## config.mk

```make
export PLATFORM = sky130hd
export DESIGN_NAME = imem_loader_flat
export DESIGN_NICKNAME = d
export VERILOG_FILES = /design/src/rtl/imem_loader_if.sv /design/src/rtl/imem_loader.sv /design/src/flat_wrapper.sv
export SDC_FILE = /design/constraint.sdc
export NUM_CORES = 1
export LEC_CHECK = 0
export CAP_MARGIN = 20
export CELL_PAD_IN_SITES_DETAIL_PLACEMENT = 1
export CELL_PAD_IN_SITES_GLOBAL_PLACEMENT = 1
export CORE_AREA = 2 2 88 90
export DETAILED_ROUTE_END_ITERATION = 8
export DIE_AREA = 0 0 90 92
export HOLD_SLACK_MARGIN = 0.03
export PLACE_DENSITY_LB_ADDON = 0.1
export SLEW_MARGIN = 20
export SYNTH_ARGS = -nofsm -noshare
export SYNTH_HDL_FRONTEND = slang
export SYNTH_SLANG_ARGS = --single-unit
```

## constraint.sdc

```tcl
create_clock -name clk -period 3.4 [get_ports clk]
set_input_delay 0.68 -clock clk [delete_from_list [all_inputs] [get_ports clk]]
set_output_delay 0.68 -clock clk [all_outputs]
set_load 0.01 [all_outputs]
```

## src/rtl/imem_loader_if.sv

```systemverilog
// Loader-side bundle: start/size control, byte stream, memory write port and status.
// The loader uses the slave modport; the byte source/controller uses master.
interface imem_loader_if #(
  parameter int DEPTH = 256
);
  localparam int AW = $clog2(DEPTH) + 2;
  localparam int CW = $clog2(DEPTH) + 1;

  logic          start;
  logic [CW-1:0] n_words;
  logic [7:0]    s_data;
  logic          s_valid;
  logic          s_ready;
  logic          we;
  logic [AW-1:0] wa;
  logic [31:0]   wd;
  logic          busy;
  logic          done;
  logic [CW-1:0] word_count;

  modport master (
    output start, n_words, s_data, s_valid,
    input  s_ready, we, wa, wd, busy, done, word_count
  );

  modport slave (
    input  start, n_words, s_data, s_valid,
    output s_ready, we, wa, wd, busy, done, word_count
  );
endinterface

```

## src/rtl/imem_loader.sv

```systemverilog
// Boot loader: packs little-endian stream bytes into 32-bit words and writes them
// to instruction memory; done doubles as the core run enable.
module imem_loader #(
  parameter int DEPTH = 256,
  parameter int AW    = $clog2(DEPTH) + 2
) (
  input  logic         clk,
  input  logic         rst_n,
  imem_loader_if.slave bus
);
  localparam int CW = $clog2(DEPTH) + 1;

  typedef enum logic [1:0] {IDLE, RECV, WRITE, DONE} state_t;

  state_t        state, state_next;
  logic [CW-1:0] target, word_count, n_clamped;
  logic [1:0]    idx;
  logic [31:0]   word;
  logic          busy_q, done_q;
  logic          s_ready_d, we_d;
  logic          start_ok, xfer, last_word;

  // Clamp keeps the final write address inside the memory.
  assign n_clamped = (bus.n_words > CW'(DEPTH)) ? CW'(DEPTH) : bus.n_words;
  assign start_ok  = bus.start && (state == IDLE || state == DONE);
  assign xfer      = bus.s_valid && s_ready_d;
  assign last_word = (word_count + CW'(1)) == target;

  always_ff @(posedge clk or negedge rst_n) begin
    if (!rst_n) state <= IDLE;
    else        state <= state_next;
  end

  always_comb begin
    state_next = state;
    case (state)
      IDLE, DONE: if (bus.start) state_next = (n_clamped == '0) ? DONE : RECV;
      RECV:       if (bus.s_valid && idx == 2'd3) state_next = WRITE;
      WRITE:      state_next = last_word ? DONE : RECV;
      default:    state_next = IDLE;
    endcase
  end

  always_comb begin
    s_ready_d = (state == RECV);
    we_d      = (state == WRITE);
  end

  always_ff @(posedge clk or negedge rst_n) begin
    if (!rst_n) begin
      target     <= '0;
      word_count <= '0;
      idx        <= '0;
      word       <= '0;
      busy_q     <= 1'b0;
      done_q     <= 1'b0;
    end else begin
      if (start_ok) begin
        target     <= n_clamped;
        word_count <= '0;
        idx        <= '0;
      end else if (xfer) begin
        word[{idx, 3'b000} +: 8] <= bus.s_data;
        idx                      <= idx + 2'd1;
      end else if (state == WRITE) begin
        word_count <= word_count + CW'(1);
      end
      // Status flags track the upcoming state so they are registered yet aligned.
      busy_q <= (state_next == RECV) || (state_next == WRITE);
      done_q <= (state_next == DONE);
    end
  end

  assign bus.s_ready    = s_ready_d;
  assign bus.we         = we_d;
  assign bus.wa         = AW'({word_count[CW-2:0], 2'b00});
  assign bus.wd         = word;
  assign bus.busy       = busy_q;
  assign bus.done       = done_q;
  assign bus.word_count = word_count;
endmodule

```

## src/flat_wrapper.sv

```systemverilog
// flat-port wrapper written by rule: the top's interface ports become plain ports
module imem_loader_flat 
#(
  parameter int DEPTH = 256,
  parameter int AW    = $clog2(DEPTH) + 2
)
  (clk, rst_n, bus_start, bus_n_words, bus_s_data, bus_s_valid, bus_s_ready, bus_we, bus_wa, bus_wd, bus_busy, bus_done, bus_word_count);
  imem_loader_if #(.DEPTH(DEPTH)) bus_i ();
  input  logic clk;
  input  logic rst_n;
  input wire logic [$bits(bus_i.start)-1:0] bus_start;
  input wire logic [$bits(bus_i.n_words)-1:0] bus_n_words;
  input wire logic [$bits(bus_i.s_data)-1:0] bus_s_data;
  input wire logic [$bits(bus_i.s_valid)-1:0] bus_s_valid;
  output wire logic [$bits(bus_i.s_ready)-1:0] bus_s_ready;
  output wire logic [$bits(bus_i.we)-1:0] bus_we;
  output wire logic [$bits(bus_i.wa)-1:0] bus_wa;
  output wire logic [$bits(bus_i.wd)-1:0] bus_wd;
  output wire logic [$bits(bus_i.busy)-1:0] bus_busy;
  output wire logic [$bits(bus_i.done)-1:0] bus_done;
  output wire logic [$bits(bus_i.word_count)-1:0] bus_word_count;
  assign bus_i.start = bus_start;
  assign bus_i.n_words = bus_n_words;
  assign bus_i.s_data = bus_s_data;
  assign bus_i.s_valid = bus_s_valid;
  assign bus_s_ready = bus_i.s_ready;
  assign bus_we = bus_i.we;
  assign bus_wa = bus_i.wa;
  assign bus_wd = bus_i.wd;
  assign bus_busy = bus_i.busy;
  assign bus_done = bus_i.done;
  assign bus_word_count = bus_i.word_count;
  imem_loader #(.DEPTH(DEPTH), .AW(AW)) u_core (.clk(clk), .rst_n(rst_n), .bus(bus_i));
endmodule
```

flops_by_reg.png
Bar = 20 µm.
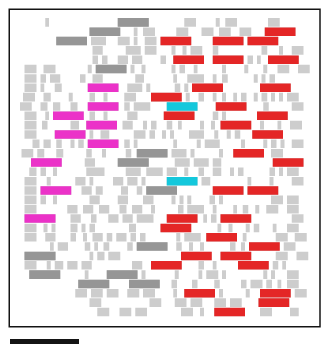
Key: u_core.bus.wd = red [flops 32]; u_core.target = magenta [flops 9]; u_core.idx = cyan [flops 2]
final core occ: 48.4%
flop share of the area: 38.9%
Reg area: 1400 µm²
Seq group: 1.03 mW

logic_types.png
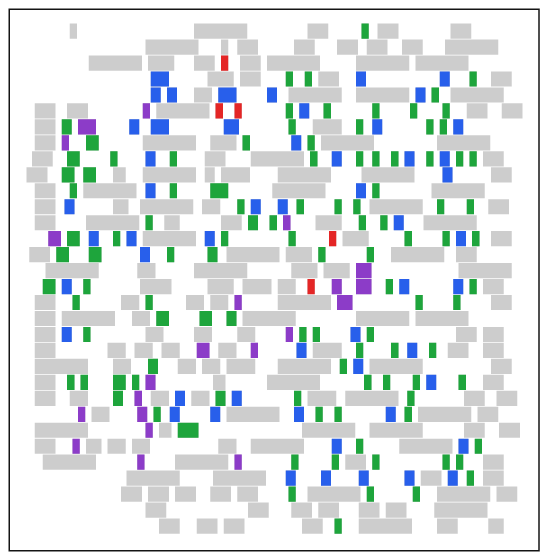
Key: nor cells = purple [cells 21]; aoi and oai cells = blue [cells 53]; inv cells = red [cells 5, where top centre]; nand cells = green [cells 107]
most numerous logic cell after layout: nand2_1
logic share of the area: 33.5%
final std cells w/o fill: 468

congestion.png
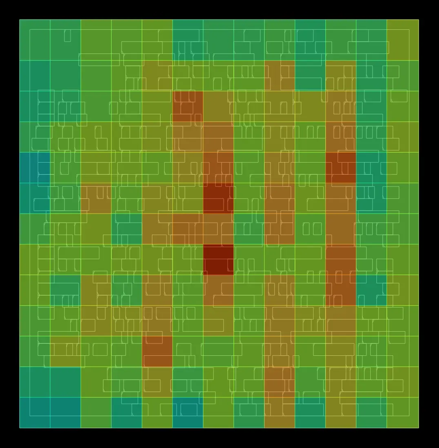
Most Crowded Layer GR: met2
GRT Util Overall: 17.2%
global-route met1 utilization: 21.6%
routing usage on met3: 3.29%

==> results_slide.txt <==
Flow Results at a Glance

Placement
  • Dpl ws: 0.824 ns
  • Routability Congestion: 0.761
  • Placed Area: 3500 µm²
  • Placed insts: 460
  • I/O Buffers: 73
  • DP HPWL: 5140 µm

Routing
  • Pre-antenna DRT Iters: 4
  • WL/cell: 14.6 µm
  • Drt drc: 0
  • Vias per cell: 4.73
  • Via count: 2,215
  • 1st-iter DRT viols: 50
  • Total Wirelength: 6830 µm
  • Antenna-violating nets left: 0

Finish
  • Final Cell Area: 3600 µm²
  • Final nets: 395
  • Logic area: 1210 µm²
  • Layout fillers: 889

Setup path
  • R2R Path End: u_core.bus.wd[3]$_DFFE_PN0P_
  • Crit-path max FO: 7
  • Critical Path Sink: bus_we
  • Worst endpoint required time: 2.72 ns
  • Origin of the critical flop-to-flop path: u_core.state[0]$_DFF_PN0_
  • Register-to-Register Path Depth: 8
  • CP startpoint: u_core.state[0]$_DFF_PN0_

Floorplan
  • Chip height: 92 µm
  • Core ar.: 7450 µm²
  • Initial core utilization: 36.6%
  • Die outline area: 8280 µm²
  • Die x size: 90 µm
  • I/O pins: 76

Worst hold path
  • Hold WC Path Type: in -> async

Power
  • VDD IR-drop max: 0.202 mV
  • Total power: 2.50 mW
  • PD cells: 693 nW/µm²
  • Leakage: 1.50 nW

Logic synthesis
  • Yosys stat area: 2730 µm²
  • Yosys stat cell total: 299
  • Mean Syn Cell Area: 9.12 µm²
  • Cell area after synthesis: 2730 µm²
  • Flops & latches, synth: 56
  • Syn Inst Count: 299

Final timing
  • Max Freq: 420 MHz
  • Slew Viols, Final: 0
  • Part of the cycle the worst path needs: 70.1%
  • Final setup viols: 0
  • Setup repair after global routing missed its margin: no
  • Clk_skew: 0.0145 ns
  • Slew HR: 37.3%
  • Final min period: 2.38 ns

Clock network
  • Clk buf depth: 2
  • Root Buffer: clkbuf_8
  • Reg clk slew, reported paths: 0.11 ns
  • CTS Hold Buffers Added: 0
  • Number of clock sinks: 56
  • TritonCTS clock tree: built
  • Skew-Pair Late Insertion Delay: 0.32 ns
  • Post CTS Setup Buffer Count: 0

Run
  • Log Warnings: 31

Global routing
  • Overflow after GRT: 0
  • Vias in the first global route: 2,257
  • First-pass GRT wire length: 11,300 µm

Run status
  • Status: finished clean
wires.png
Two of the layers only.
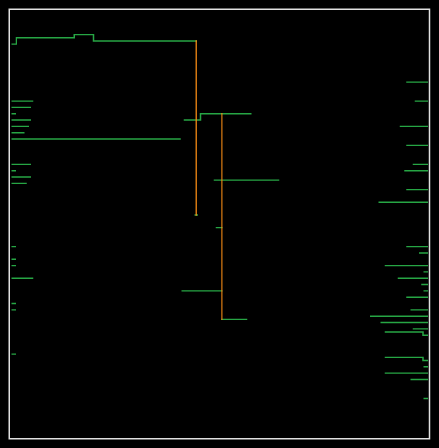
Key: metal 4 = orange [wire length 81.6 µm]; metal 3 = green [wire length 292 µm]

sizes.png
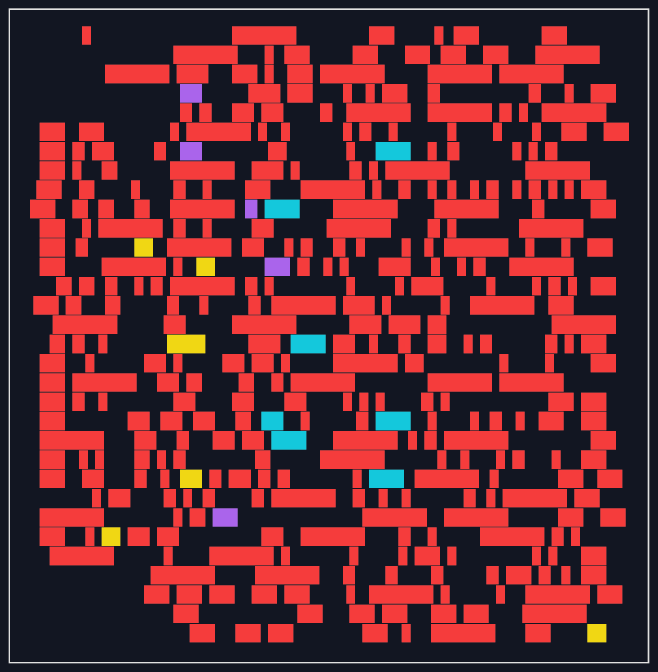
Key: _3 and _4 cells = yellow [cells 6, share 1.6%]; _0 and _1 cells = red [cells 348, share 95%]; _2 cells = purple [cells 5, share 1.4%]; _6 and larger = cyan [cells 7, share 1.9%]
Synth-to-Final Area Change: 32.0%
Signal buffers: 76
fin worst setup slack: 1.02 ns

[critical path: stages, from the launching register on]
cell             delay [ns]
dfrtp_1                0.43
inv_1                  0.07
ha_1                   0.28
clkdlybuf4s50_1        0.61
[cells in the mapped netlist]
master | instances | area [µm²]
o21ai_2 | 2 | 17.5
a21oi_1 | 6 | 30.0
o21ai_1 | 5 | 25.0
and4_1 | 1 | 8.76
xnor2_1 | 12 | 105
nor3_1 | 3 | 15.0
nor2_1 | 12 | 45.0
dfrtp_1 | 56 | 1400
a311oi_1 | 1 | 8.76
nand3_1 | 7 | 35.0
xor2_1 | 10 | 87.6
or2_4 | 1 | 8.76
conb_1 | 1 | 3.75
nor4b_1 | 1 | 8.76
or3_1 | 2 | 12.5
buf_4 | 10 | 75.1
inv_1 | 5 | 18.8
nand3_2 | 1 | 10.0
nand4b_1 | 1 | 8.76
clkbuf_1 | 8 | 30.0
nand4_1 | 2 | 12.5
mux2_4 | 1 | 15.0
a21bo_2 | 1 | 10.0
nor3b_1 | 3 | 22.5
a211oi_1 | 1 | 7.51
ha_1 | 9 | 113
and2_1 | 1 | 6.26
nand2_1 | 87 | 327
nand2b_1 | 9 | 56.3
o21ai_0 | 38 | 190
nor4_1 | 2 | 12.5
[placed cells by master, fill, tap and decap left out, drive strengths merged, types with 4 or more instances in the layout]
cell and count:
a21oi 6, buf 4, clkbuf 6, clkdlybuf4s50 72, dfrtp 56, ha 9, inv 6, nand2 87
nand2b 9, nand3 8, nor2 12, o21ai 45, xnor2 12, xor2 10
[kinds of logic after synthesis]
family | after synthesis | share of synthesized area, %
AOI/OAI and AO/OA | 54 | 10.6
xor gates and xnor gates | 22 | 7.06
adders and majority gates | 9 | 4.13
buffers and inverters | 23 | 4.54
DFF | 56 | 51.4
muxes | 1 | 0.550
other | 1 | 0.137
and+or+nand+nor | 133 | 21.6
[registers in the layout (all words and copies together), names as in the netlist]
register and count:
u_core.state 2, u_core.bus.wd 32, u_core.idx 2, u_core.bus.word_count 9, u_core.bus.done 1, u_core.bus.busy 1, u_core.target 9
[cell type report]
class / count / area share, %
Sequential cell: 56 / 38.9
Multi-Input combinational cell: 221 / 33.5
Timing Repair Buffer: 76 / 20.8
Tap cell: 102 / 3.54
Clock buffer: 6 / 2.29
Inverter: 5 / 0.521
Clock inverter: 2 / 0.382
[per-stage QoR]
step / hold slack, ns / util, %
2_1_floorplan: 0.384 / -
3_3_place_gp: 0.462 / 47.0
3_5_place_dp: 0.469 / 47.0
4_1_cts: 0.495 / 48.3
5_1_grt: 0.406 / 48.4
6_report: 0.360 / 48.4
[power by group]
part	total (mW)	switching, mW	internal (mW)	leakage, nW
Sequential	1.03	0.144	0.888	0.758
Clock	0.394	0.227	0.167	0.0516
Combinational	1.07	0.538	0.532	0.689
Total	2.50	0.909	1.59	1.50
[routing by layer]
metal	vias to the layer above	wire length [µm]
li1	1099	-
met1	1058	2980
met2	52	3480
met3	6	291
met4	0	81
met5	-	0
Power and IR drop assume default switching activity.
